## config.mk

```make
export PLATFORM = sky130hd
export DESIGN_NAME = pdu_gen
export DESIGN_NICKNAME = d
export VERILOG_FILES = /design/src/rtl/pdu_gen_pkg.sv /design/src/rtl/pdu_gen.sv
export SDC_FILE = /design/constraint.sdc
export NUM_CORES = 1
export LEC_CHECK = 0
export ABC_CLOCK_PERIOD_IN_PS = 1900
export CELL_PAD_IN_SITES_DETAIL_PLACEMENT = 0
export CELL_PAD_IN_SITES_GLOBAL_PLACEMENT = 2
export CORE_AREA = 2 2 429 431
export DETAILED_ROUTE_END_ITERATION = 6
export DIE_AREA = 0 0 431 433
export PLACE_DENSITY_LB_ADDON = 0.1
export SLEW_MARGIN = 20
export SYNTH_ARGS = -nofsm -noshare
export SYNTH_HDL_FRONTEND = slang
export SYNTH_SLANG_ARGS = --single-unit
```

## constraint.sdc

```tcl
create_clock -name clk -period 1.9 [get_ports clk]
set_input_delay 0.38 -clock clk [delete_from_list [all_inputs] [get_ports clk]]
set_output_delay 0.38 -clock clk [all_outputs]
set_load 0.005 [all_outputs]
```

## src/rtl/pdu_gen_pkg.sv

```systemverilog
// Shared types for the PDU generator: packet/PDU metadata structs, action codes,
// FSM state encoding and the PDU byte-size helper.
package pdu_gen_pkg;

  localparam int PDUID_WIDTH  = 8;
  localparam int ACTION_WIDTH = 2;

  localparam logic [ACTION_WIDTH-1:0] ACTION_NOCHECK = 2'd0;
  localparam logic [ACTION_WIDTH-1:0] ACTION_CHECK   = 2'd1;

  typedef struct packed {
    logic [ACTION_WIDTH-1:0] action;
  } pkt_meta_t;

  typedef struct packed {
    logic [PDUID_WIDTH-1:0]  pdu_id;
    logic [ACTION_WIDTH-1:0] action;
    logic [4:0]              flits;
    logic [10:0]             pdu_size;
  } pdu_metadata_t;

  typedef enum logic [2:0] {
    ST_IDLE,
    ST_GET_ID,
    ST_XFER,
    ST_DROP,
    ST_META
  } state_e;

  // 64 bytes per flit, minus the unused bytes of the final flit.
  function automatic logic [10:0] pdu_bytes(input logic [4:0] flits, input logic [5:0] empty);
    return {flits, 6'b0} - {5'b0, empty};
  endfunction

endpackage

```

## src/rtl/pdu_gen.sv

```systemverilog
// Packet-to-PDU generator: allocates a PDU id, passes the packet through (truncating
// at MAX_FLITS) and then emits PDU metadata. Optional counters under PDU_GEN_STATS_EN.
//
// state  | meaning
// IDLE   | wait for packet metadata while downstream is not almost full
// GET_ID | pop a free PDU id from the emptylist (CHECK packets only)
// XFER   | zero-latency pass-through of packet beats
// DROP   | discard the tail of a truncated packet through its eop
// META   | present PDU metadata until accepted, then release packet metadata
module pdu_gen
  import pdu_gen_pkg::*;
#(
  parameter int MAX_FLITS = 31
) (
  input  logic                   clk,
  input  logic                   rst,
  input  pkt_meta_t              in_meta_data,
  input  logic                   in_meta_valid,
  output logic                   in_meta_ready,
  input  logic [511:0]           in_data,
  input  logic                   in_sop,
  input  logic                   in_eop,
  input  logic [5:0]             in_empty,
  input  logic                   in_valid,
  output logic                   in_ready,
  input  logic [PDUID_WIDTH-1:0] pdu_emptylist_out_data,
  input  logic                   pdu_emptylist_out_valid,
  output logic                   pdu_emptylist_out_ready,
  output pdu_metadata_t          pdumeta_gen_data,
  output logic                   pdumeta_gen_valid,
  input  logic                   pdumeta_gen_ready,
  output logic [511:0]           pdu_gen_data,
  output logic                   pdu_gen_sop,
  output logic                   pdu_gen_eop,
  output logic [5:0]             pdu_gen_empty,
  output logic                   pdu_gen_valid,
  input  logic                   pdu_gen_ready,
  input  logic                   pdu_gen_almost_full
`ifdef PDU_GEN_STATS_EN
  ,
  output logic [31:0]            stat_pdu_cnt,
  output logic [31:0]            stat_trunc_cnt,
  output logic [31:0]            stat_id_stall_cnt
`endif
);

  localparam logic [4:0] LAST_IDX = 5'(MAX_FLITS - 1);
  localparam logic [4:0] MAX_F5   = 5'(MAX_FLITS);

  state_e                  state, state_nxt;
  logic [4:0]              cnt;
  logic [4:0]              flits_now;
  logic [PDUID_WIDTH-1:0]  pdu_id;
  logic [ACTION_WIDTH-1:0] action;
  pdu_metadata_t           meta_q;
  logic                    meta_valid;

  logic start, is_check;
  logic in_ready_c, out_valid_c, el_ready_c, meta_ready_c;
  logic beat_acc, trunc;
  logic out_eop_c;
  logic [5:0] out_empty_c;

  assign start     = in_meta_valid & ~pdu_gen_almost_full;
  assign is_check  = (in_meta_data.action == ACTION_CHECK);
  assign flits_now = cnt + 5'd1;

  always_comb begin
    state_nxt    = state;
    in_ready_c   = 1'b0;
    out_valid_c  = 1'b0;
    el_ready_c   = 1'b0;
    meta_ready_c = 1'b0;
    beat_acc     = 1'b0;
    trunc        = 1'b0;
    out_eop_c    = in_eop;
    out_empty_c  = in_empty;
    case (state)
      ST_IDLE: begin
        if (start) state_nxt = is_check ? ST_GET_ID : ST_XFER;
      end
      ST_GET_ID: begin
        el_ready_c = 1'b1;
        if (pdu_emptylist_out_valid) state_nxt = ST_XFER;
      end
      ST_XFER: begin
        in_ready_c  = pdu_gen_ready;
        out_valid_c = in_valid;
        beat_acc    = in_valid & pdu_gen_ready;
        // Last allowed flit without eop: close the PDU here and drop the rest.
        trunc       = (cnt == LAST_IDX) & ~in_eop;
        if (trunc) begin
          out_eop_c   = 1'b1;
          out_empty_c = 6'd0;
        end
        if (beat_acc) begin
          if (in_eop)     state_nxt = ST_META;
          else if (trunc) state_nxt = ST_DROP;
        end
      end
      ST_DROP: begin
        in_ready_c = 1'b1;
        if (in_valid && in_eop) state_nxt = ST_META;
      end
      ST_META: begin
        meta_ready_c = pdumeta_gen_ready;
        if (pdumeta_gen_ready) state_nxt = ST_IDLE;
      end
      default: state_nxt = ST_IDLE;
    endcase
  end

  always_ff @(posedge clk) begin
    if (rst) begin
      state      <= ST_IDLE;
      cnt        <= '0;
      pdu_id     <= '0;
      action     <= ACTION_NOCHECK;
      meta_q     <= '0;
      meta_valid <= 1'b0;
    end else begin
      state      <= state_nxt;
      meta_valid <= (state_nxt == ST_META);
      case (state)
        ST_IDLE: begin
          if (start) begin
            cnt    <= '0;
            pdu_id <= '0;
            action <= is_check ? ACTION_CHECK : ACTION_NOCHECK;
          end
        end
        ST_GET_ID: begin
          if (pdu_emptylist_out_valid) pdu_id <= pdu_emptylist_out_data;
        end
        ST_XFER: begin
          if (beat_acc) begin
            cnt <= flits_now;
            if (in_eop) begin
              meta_q <= '{pdu_id: pdu_id, action: action, flits: flits_now,
                          pdu_size: pdu_bytes(flits_now, in_empty)};
            end else if (trunc) begin
              meta_q <= '{pdu_id: pdu_id, action: action, flits: MAX_F5,
                          pdu_size: pdu_bytes(MAX_F5, 6'd0)};
            end
          end
        end
        default: ;
      endcase
    end
  end

  assign in_meta_ready           = meta_ready_c & ~rst;
  assign in_ready                = in_ready_c & ~rst;
  assign pdu_emptylist_out_ready = el_ready_c & ~rst;
  assign pdumeta_gen_valid       = meta_valid & ~rst;
  assign pdumeta_gen_data        = meta_q;
  assign pdu_gen_valid           = out_valid_c & ~rst;
  assign pdu_gen_data            = in_data;
  assign pdu_gen_sop             = in_sop;
  assign pdu_gen_eop             = out_eop_c;
  assign pdu_gen_empty           = out_empty_c;

`ifdef PDU_GEN_STATS_EN
  always_ff @(posedge clk) begin
    if (rst) begin
      stat_pdu_cnt      <= '0;
      stat_trunc_cnt    <= '0;
      stat_id_stall_cnt <= '0;
    end else begin
      if (pdumeta_gen_valid && pdumeta_gen_ready) stat_pdu_cnt <= stat_pdu_cnt + 32'd1;
      if (beat_acc && trunc) stat_trunc_cnt <= stat_trunc_cnt + 32'd1;
      if (state == ST_GET_ID && !pdu_emptylist_out_valid)
        stat_id_stall_cnt <= stat_id_stall_cnt + 32'd1;
    end
  end
`endif

endmodule

```

==> qor.yml <==
synthesis:
  synth_chip_area_sq_mm: 0.005892
  netlist_instances: 757
  top_cells_by_area: "buf_4 (66%), dfxtp_1 (15%), nand2_1 (2.2%)"
  synth_warnings: 0
  most_common_cell: "buf_4"
  yosysSeqAreaShare_pct: 14.61
  synth-edff-count: 0
  async_flop_share_pct: 0
  yosysCellCount: 757
  aoi_share_pct: 6.795
  largest_area_cell: "buf_4"
  synth.avg_cell_area_sq_um: 7.783
  ys.flop_type: "dfxtp_1"
  ys_sh_simple_pct: 9.492
  synth_xor_xnor_area_share_pct: 1.338
  top_area_share_pct: 65.62
  synth_nets: 1298
power:
  combPwrFrac_pct: 17.3
  clk-power_uw: 976
  p_sw_uw: 694.6
  vdd_drop_max_mv: 0.2889
  p_leak_nw: 1.526
  p_comb_uw: 398
  power_mw: 2.293
  internal-power_mw: 1.599
  maxPowerGroup: "the clock network"
critical_path:
  path_cells: "or3b_4 > nor3_4 > buf_6 > and2b_1 > buf_2"
  reg2reg_slack_ps: -140
  cp_slowest_stage_delay_ps: 430
  startpoint_type: "flip-flop"
  path_class: "reg2out"
  regToRegEndpoint: "pdumeta_gen_data[8]"
  r2r_start: "cnt[0]"
  cp.depth: 5
  arrival_ps: 1740
  reg2regPathDepth: 11
  crit_buf_inv: 2
  slowest_stage: "or3b_4"
  critPathTopFamily: "simple AND/OR/NAND/NOR gates"
  worstSetupEndpoint: "pdu_gen_empty[5]"
flow_run:
  max_cap_viol_count: 0
  openroad.warnings: 29
timing:
  layout_setup_ws_ps: -222.9
  final-max-slew-violation-count: 0
  hold_viol_final: 0
  fmax_mhz: 471.0
  tightest_slew_ps: 630.9
  relSlewSlack_pct: 57.90
  setup_viol: 27
  period_needed_ps: 2123
  fin_crit_sh_pct: 111.7
  tns_ps: -2480
  fin_skew_ps: 7.269
  timing.hold.ws_ps: 470.2
detailed_routing:
  drt_iter0_markers: 96
  wl_met3_um: 4280
  dr.pass1.iters: 5
  wl_um: 29610
  drt-met1-wl_um: 7050
  drc_errors: 0
  met2WireLength_um: 15810
  top_layer: "met5"
  vias: 3036
  viasPerCell: 1.100
  antenna_left: 0
clock_network:
  clk_pin_slew_ps: 80
  cts_resized: 80
  cts_tree: "done"
  insertion_delay_ps: 320
  clock-sinks: 43
  cts_max_level: 2
  post_cts_buffers: 12
  clockBufferDepth: 2
  cts-buffers-inserted: 5
final_layout:
  design_area_sq_mm: 0.006664
  largest_reg_flops: 25
  logic_gates: 184
  drive_gt1_share_pct: 43.05
  antennaDiodeCount: 0
  synthToLayoutAreaGrowth_pct: 13.10
  nonClkBufAreaFrac_pct: 18.93
  n_all_buffers: 135
  flops: 43
  sh_seq_area_pct: 12.99
  clock_area_share_pct: 2.065
  inverters: 4
  layout_top_cells: "buf_4 (57), clkdlybuf4s50_1 (48), dfxtp_1 (39)"
  sh_comb_area_pct: 21.01
  dominant_cells: "tap cells"
die:
  fp_util_pct: 3.236
  fp.coreArea_sq_mm: 0.1821
  io_pins: 1089
  n_tap_cell: 2385
  chip_area_sq_mm: 0.1866
  die_w_um: 431
  rows: 157
placed_design:
  dpl.cell_count: 2738
  dp_hpwl_um: 23950
grt:
  overflow: 0
  grt_max_degree: 25
  met2_usage_pct: 5.300
  grt_pass1_vias: 3450
  track_usage_pct: 2.984
  antenna_found_initial: 0
  grt_pass1_wl_um: 35910
status:
  violations: "setup timing"
  status: "finished, violations left"
min_path:
  whs_path_depth: 2
  min_delay_worst_endpoint: "pdumeta_gen_data[20]"
  worstHoldPathType: "reg2reg"
Fig. 1: M4 wires
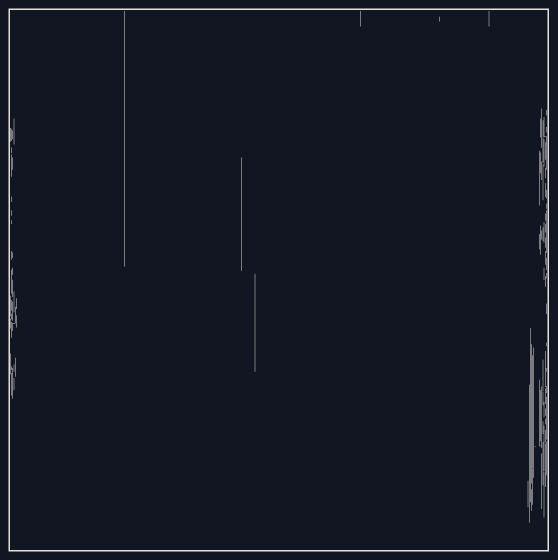
wire length on this layer = 2370 um
main direction = vertical
longest straight run = 205 um
nets with wire on the layer = 95

Fig. 2: routing congestion map
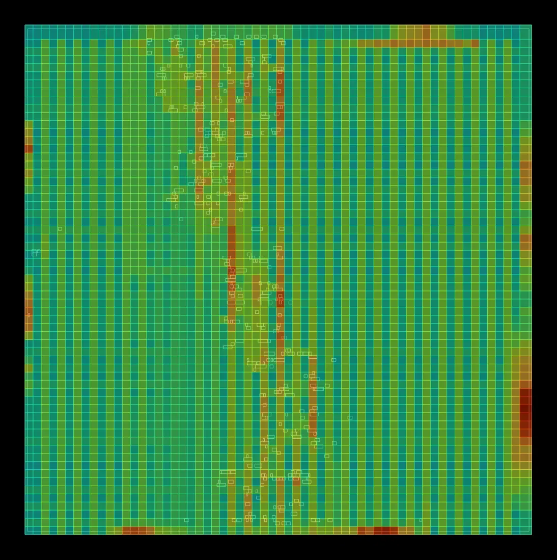
final core utilization: 3.660%
GRT met1 Usage: 2.012%
busiest grt layer: met2
WL per Instance: 10.73 um
met3 Usage GRT: 1.981%

No activity file was given, so power comes from the tool's default toggle rates.
